==> src/rtl/barrel_pkg.sv <==
// Shared types and constants for the barrel shifter and its de-rotating reader.
package barrel_pkg;
  localparam int WIDTH = 16;
  localparam int AMT_W = 4;
  localparam int HALF  = 8;

  localparam logic DIR_LEFT  = 1'b0;
  localparam logic DIR_RIGHT = 1'b1;

  typedef enum logic [1:0] {
    IDLE   = 2'd0,
    ROTATE = 2'd1,
    DONE   = 2'd2
  } state_t;
endpackage

==> src/rtl/shift_offset_tracker.sv <==
// Mod-2^AMT_W left-rotation offset mirrored from the shifter's load/shift controls.
module shift_offset_tracker #(
  parameter int AMT_W = 4
) (
  input  logic             clk_i,
  input  logic             rst_n_i,
  input  logic             load_i,
  input  logic             dir_right_i,
  input  logic [AMT_W-1:0] amount_i,
  output logic [AMT_W-1:0] offset_o
);
  logic [AMT_W-1:0] offset_q, offset_d;

  // Wrap-around arithmetic makes a half-width amount land on the same offset in either direction.
  always_comb begin
    offset_d = offset_q;
    if (load_i)                 offset_d = '0;
    else if (amount_i == '0)    offset_d = offset_q;
    else if (dir_right_i)       offset_d = offset_q - amount_i;
    else                        offset_d = offset_q + amount_i;
  end

  always_ff @(posedge clk_i or negedge rst_n_i) begin
    if (!rst_n_i) offset_q <= '0;
    else          offset_q <= offset_d;
  end

  assign offset_o = offset_q;
endmodule

==> src/rtl/barrel_unshift_reader.sv <==
// Captures the shifter's word on request and rotates it back one bit per cycle,
// choosing the shorter direction, then holds the result under valid/ready.
module barrel_unshift_reader #(
  parameter int WIDTH = barrel_pkg::WIDTH,
  parameter int AMT_W = barrel_pkg::AMT_W
) (
  input  logic             i_clk,
  input  logic             i_res_n,
  input  logic             i_load,
  input  logic             i_direction_right,
  input  logic [AMT_W-1:0] i_shift_amount,
  input  logic [WIDTH-1:0] i_word,
  input  logic             i_req,
  input  logic             i_ready,
  output logic [WIDTH-1:0] o_word,
  output logic             o_valid,
  output logic             o_busy,
  output logic [AMT_W-1:0] o_offset
);
  import barrel_pkg::*;

  state_t           state_q, state_d;
  logic [WIDTH-1:0] work_q, work_d;
  logic [AMT_W-1:0] count_q, count_d;
  logic             dir_q, dir_d;
  logic [AMT_W-1:0] offset;
  logic [AMT_W-1:0] snap_n;
  logic             snap_dir;

  shift_offset_tracker #(.AMT_W(AMT_W)) u_tracker (
    .clk_i       (i_clk),
    .rst_n_i     (i_res_n),
    .load_i      (i_load),
    .dir_right_i (i_direction_right),
    .amount_i    (i_shift_amount),
    .offset_o    (offset)
  );

  // Offsets past half-width are cheaper to undo by rotating left by the complement.
  always_comb begin
    snap_dir = (offset <= AMT_W'(WIDTH / 2)) ? DIR_RIGHT : DIR_LEFT;
    snap_n   = (snap_dir == DIR_RIGHT) ? offset : (AMT_W'(0) - offset);
  end

  always_comb begin
    state_d = state_q;
    work_d  = work_q;
    count_d = count_q;
    dir_d   = dir_q;
    case (state_q)
      IDLE: begin
        if (i_req) begin
          work_d  = i_word;
          dir_d   = snap_dir;
          count_d = snap_n;
          state_d = (snap_n == '0) ? DONE : ROTATE;
        end
      end
      ROTATE: begin
        if (dir_q == DIR_RIGHT) work_d = {work_q[0], work_q[WIDTH-1:1]};
        else                    work_d = {work_q[WIDTH-2:0], work_q[WIDTH-1]};
        count_d = count_q - 1'b1;
        if (count_q == AMT_W'(1)) state_d = DONE;
      end
      DONE: begin
        if (i_ready) state_d = IDLE;
      end
      default: state_d = IDLE;
    endcase
  end

  always_ff @(posedge i_clk or negedge i_res_n) begin
    if (!i_res_n) begin
      state_q <= IDLE;
      work_q  <= '0;
      count_q <= '0;
      dir_q   <= DIR_RIGHT;
    end else begin
      state_q <= state_d;
      work_q  <= work_d;
      count_q <= count_d;
      dir_q   <= dir_d;
    end
  end

  assign o_word   = work_q;
  assign o_valid  = (state_q == DONE);
  assign o_busy   = (state_q != IDLE);
  assign o_offset = offset;
endmodule

==> config.mk <==
export PLATFORM = sky130hd
export DESIGN_NAME = barrel_unshift_reader
export DESIGN_NICKNAME = d
export VERILOG_FILES = /design/src/rtl/barrel_pkg.sv /design/src/rtl/shift_offset_tracker.sv /design/src/rtl/barrel_unshift_reader.sv
export SDC_FILE = /design/constraint.sdc
export NUM_CORES = 1
export LEC_CHECK = 0
export CORE_ASPECT_RATIO = 0.5
export CORE_MARGIN = 2
export CORE_UTILIZATION = 35
export DETAILED_ROUTE_END_ITERATION = 10
export GPL_TIMING_DRIVEN = 0
export HOLD_SLACK_MARGIN = 0.02
export SYNTH_ARGS = -nofsm -noshare
export SYNTH_HDL_FRONTEND = slang
export SYNTH_SLANG_ARGS = --single-unit
==> constraint.sdc <==
create_clock -name i_clk -period 5.1 [get_ports i_clk]
set_clock_uncertainty 0.1 [all_clocks]
set_input_delay 0.51 -clock i_clk [delete_from_list [all_inputs] [get_ports i_clk]]
set_output_delay 0.51 -clock i_clk [all_outputs]
set_load 0.02 [all_outputs]
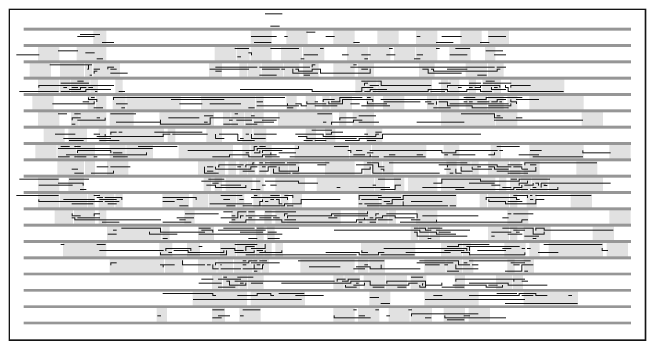
Run 1: the metal 1 layer
(6 px per µm) Supply wires on this layer in gray. Cells faint in the background.
share of all routed wire	48%
nets with wire on the layer	265
longest straight run	28.5 µm
main direction	horizontal
wire length on this layer	2260 µm

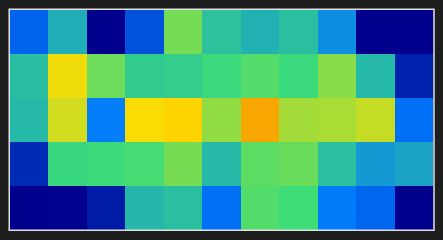
Run 1: cell area per tile
(4 px per µm) 11 x 5 tiles, from dark blue (low) to red (high), 0 to 100% covered.
tiles over 75% full	3.6%
densest ninth of the die	middle
fullest tile	81%
mean over tiles	40%
nearly empty tiles	11%

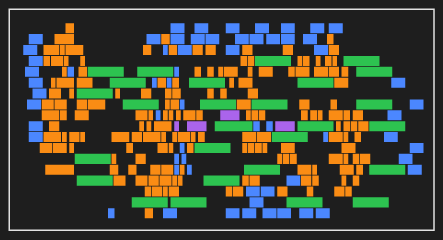
Run 1: placed cells, one color a class
(4 px per µm)
color	class	cells	share of their area
green	flip-flops	27	29%
purple	clock drivers and dummy loads	4	1.9%
orange	all other logic	163	46%
blue	other buffers and delay cells	62	23%

==> changes_impl.md, run 1 <==
### Implementation results

* Worst r2r path cells at 5
* Crit end category: flip-flop
* Setup_tns at 0 ps
* Core ar. at 4950 µm²
* Flops at 27
* FP Util at 0.366
* Largest net degree at the start of global routing at 28
* Post-route cell area at 2410 µm²
* Most Crowded Layer GR: met2
* Synth logic family: AND-OR/OR-AND gates
* Root buf cell: clkbuf_8
* Maxcap violations at 0
* Top Consumer: combinational logic
* Clock buffer cells at 4
* Cells after DPL at 322
* Clock Sinks at 27
* Die area at 5810 µm²
* R2R setup slack at 3010 ps
* Final worst slack at 2150 ps
* Non-clk bufs at 62
* Dominant logic cell type in the layout: clkdlybuf4s50_1
* Num CTS Buffers at 3
* Clk pin slew, worst setup/hold paths at 100 ps
* Net Sw Power at 0.642 mW
* WL/cell at 14.5 µm
* Worst endpoint data arrival time at 3010 ps
* Initial DRC Count at 61
* Cell-internal power at 0.762 mW
* Pleak at 1.08 nW
* P_seq at 0.435 mW
* Type of the worst setup path: primary input to flip-flop
* Seq area share at 0.281
* CTS tree: yes
* Die height at 54.9 µm
* Comb pwr share at 0.600
* Initial antenna violation count at 0
* Tap cells at 70
* Area added between synthesis and finish at 33.0%
* Fin. max-slew vios at 0
* Post-layout period usage at 0.578
* CP peak stage delay at 550 ps
* Max FFs per register at 16
* Logic share of the area at 0.432
* M3 GR Usage at 0.0304
* Main area contributors: dfrtp_1 36%, mux2i_1 9.9%, a22oi_1 7.0%, nor2_1 6.2%, a21oi_1 6.1%
* Routed WL at 4730 µm
* Worst-path maximum fanout at 4
* Final cell count without fillers at 326
* H-tree depth at 1
* Combinational Gates at 154
* Ys flops at 27
* Outcome: finished, final reports clean
* Crit-path leading delay family: multiplexers
* Logic area at 1040 µm²
* Worst Hold Slack at 140 ps
* Max-area cell share at 0.359
* GRT Resource Usage Total at 0.169
* DRT Pass-1 Iters at 4
* FP Rows at 18
* Reg2reg start: u_tracker.offset_o[2]
* FF-to-FF End: u_tracker.offset_o[3]
* DR top layer: met4
* Comb group at 0.843 mW
* Boundary Pins at 48
* Seq pwr share at 0.310
* Number of OpenROAD warnings at 27
* Worst-Margin Slew at 624 ps
* Yosys top cell by instances: nor2_1
* First-pass GRT wire length at 7580 µm
* Final setup fails at 0
* Clock buffers and inverters, area share at 0.0187
* Min Tclk post-route at 2950 ps
* Met2 routed WL at 2290 µm
* Buffering overhead at 0.218
* Async SR Flop Fraction at 1.00
* GRT met2 Usage at 0.306
* Crit path to: u_tracker.offset_o[3]
* Most numerous logic cells after layout: 46 x clkdlybuf4s50_1, 30 x nor2_1, 26 x dfrtp_1, 22 x a21oi_1
* Yosys aoi share at 0.245
* Final Net Count at 291
==> run 2, diff against run 1 <==
==> constraint.sdc (replaced) <==
create_clock -name i_clk -period 2.8 [get_ports i_clk]
set_clock_uncertainty 0.1 [all_clocks]
set_input_delay 0.28 -clock i_clk [delete_from_list [all_inputs] [get_ports i_clk]]
set_output_delay 0.28 -clock i_clk [all_outputs]
set_load 0.02 [all_outputs]
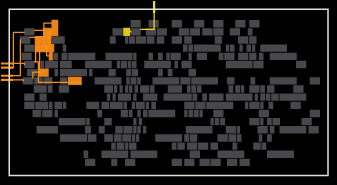
Run 2: wires at chosen ports, followed through buffers
(3 px per µm)
color	port	direction	edge	end cells	buffers	wire
orange	i_shift_amount	input	left	10	4	135 µm
yellow	o_valid	output	top	1	1	11.7 µm

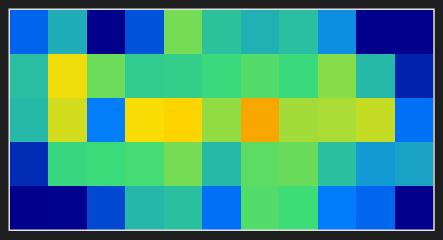
Run 2: cell area per tile
(4 px per µm) 11 x 5 tiles, from dark blue (low) to red (high), 0 to 100% covered.
nearly empty tiles	11%
fullest tile	81%
densest ninth of the die	middle
mean over tiles	40%
Finished Core Util: 0.489
FP Util: 0.366
Core ar.: 4950 µm²

==> changes_impl.md, run 2 <==
### Implementation results

* Outcome: finished, final reports clean
* Async SR Flop Fraction at 1.00
* Type of the worst setup path: primary input to flip-flop
* GRT met2 Usage at 0.306
* FF-to-FF End: u_tracker.offset_o[3]
* Pleak at 1.09 nW
* Worst Hold Slack at 443 ps
* Main area contributors: dfrtp_1 36%, mux2i_1 9.9%, a22oi_1 7.0%, nor2_1 6.2%, a21oi_1 6.1%
* Number of OpenROAD warnings at 27
* Worst r2r path cells at 5
* Logic share of the area at 0.430
* Combinational Gates at 154
* DRT Pass-1 Iters at 4
* Root buf cell: clkbuf_8
* Die area at 5810 µm²
* Initial DRC Count at 79
* Flops at 27
* Yosys aoi share at 0.245
* GRT Resource Usage Total at 0.169
* Final worst slack at 82.7 ps
* DR top layer: met4
* Most numerous logic cells after layout: 46 x clkdlybuf4s50_1, 30 x nor2_1, 26 x dfrtp_1, 22 x a21oi_1
* M3 GR Usage at 0.0304
* Worst-Margin Slew at 615 ps
* Crit path to: u_tracker.offset_o[3]
* Reg2reg start: u_tracker.offset_o[2]
* Tap cells at 70
* Comb pwr share at 0.602
* CTS tree: yes
* Setup_tns at 0 ps
* FP Rows at 18
* First-pass GRT wire length at 7580 µm
* Max-area cell share at 0.359
* Ys flops at 27
* Post-route cell area at 2420 µm²
* Net Sw Power at 1.17 mW
* Final Net Count at 292
* Seq area share at 0.280
* Top Consumer: combinational logic
* Routed WL at 4720 µm
* Worst endpoint data arrival time at 2780 ps
* H-tree depth at 1
* Comb group at 1.54 mW
* Largest net degree at the start of global routing at 28
* CP peak stage delay at 550 ps
* Final cell count without fillers at 327
* Cells after DPL at 322
* Fin. max-slew vios at 0
* Clock buffers and inverters, area share at 0.0186
* Boundary Pins at 48
* WL/cell at 14.4 µm
* Min Tclk post-route at 2720 ps
* Cell-internal power at 1.39 mW
* Worst-path maximum fanout at 4
* Initial antenna violation count at 0
* Max FFs per register at 16
* Num CTS Buffers at 3
* Yosys top cell by instances: nor2_1
* Clock buffer cells at 4
* Crit end category: flip-flop
* Logic area at 1040 µm²
* Most Crowded Layer GR: met2
* Synth logic family: AND-OR/OR-AND gates
* Crit-path leading delay family: multiplexers
* Maxcap violations at 0
* Dominant logic cell type in the layout: clkdlybuf4s50_1
==> run 3, diff against run 2 <==
--- a/config.mk
+++ b/config.mk
@@ -6,7 +6,7 @@
 export NUM_CORES = 1
 export LEC_CHECK = 0
 export CORE_ASPECT_RATIO = 0.5
-export CORE_MARGIN = 2
+export CORE_MARGIN = 10
 export CORE_UTILIZATION = 35
 export DETAILED_ROUTE_END_ITERATION = 10
 export GPL_TIMING_DRIVEN = 0
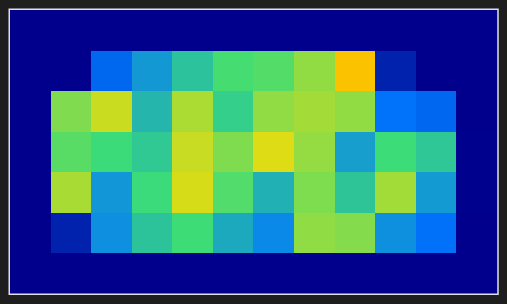
Run 3: cell area per tile
(4 px per µm) 12 x 7 tiles, from dark blue (low) to red (high), 0 to 100% covered.
mean over tiles	27%
tiles over 75% full	1.2%
fullest tile	78%
densest ninth of the die	middle
Core ar.: 4980 µm²
FP Util: 0.364
Finished Core Util: 0.487

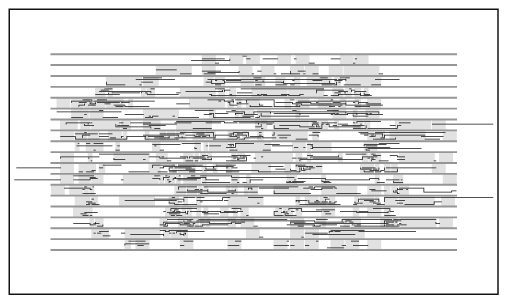
Run 3: the metal 1 layer
(4 px per µm) Supply wires on this layer in gray. Cells faint in the background.
longest straight run	32.2 µm
main direction	horizontal

==> changes_impl.md, run 3 <==
### Implementation results

* Initial antenna violation count at 0
* Yosys top cell by instances: nor2_1
* Number of OpenROAD warnings at 27
* Final worst slack at 138 ps
* Logic share of the area at 0.430
* Cell-internal power at 1.39 mW
* Maxcap violations at 0
* Area added between synthesis and finish at 33.7%
* Root buf cell: clkbuf_8
* Final setup fails at 0
* Boundary Pins at 48
* Yosys aoi share at 0.245
* R2R setup slack at 700 ps
* M3 GR Usage at 0.0277
* Clock buffer cells at 4
* Worst Hold Slack at 336 ps
* DR top layer: met4
* Worst endpoint data arrival time at 2720 ps
* Top Consumer: combinational logic
* Post-route cell area at 2420 µm²
* Seq area share at 0.279
* Non-clk bufs at 63
* Seq pwr share at 0.308
* P_seq at 0.790 mW
* Clock Sinks at 27
* Buffering overhead at 0.222
* Type of the worst setup path: primary input to flip-flop
* Setup_tns at 0 ps
* Async SR Flop Fraction at 1.00
* Clk pin slew, worst setup/hold paths at 90 ps
* Initial DRC Count at 130
* Flops at 27
* GRT met2 Usage at 0.190
* CP peak stage delay at 520 ps
* Max-area cell share at 0.359
* Max FFs per register at 16
* FP Rows at 18
* Tap cells at 70
* Worst-path maximum fanout at 4
* Comb pwr share at 0.603
* Outcome: finished, final reports clean
* Fin. max-slew vios at 0
* Combinational Gates at 154
* Die area at 8630 µm²
* Main area contributors: dfrtp_1 36%, mux2i_1 9.9%, a22oi_1 7.0%, nor2_1 6.2%, a21oi_1 6.1%
* Worst r2r path cells at 5
* Final Net Count at 292
* GRT Resource Usage Total at 0.117
Power and IR drop assume default switching activity.
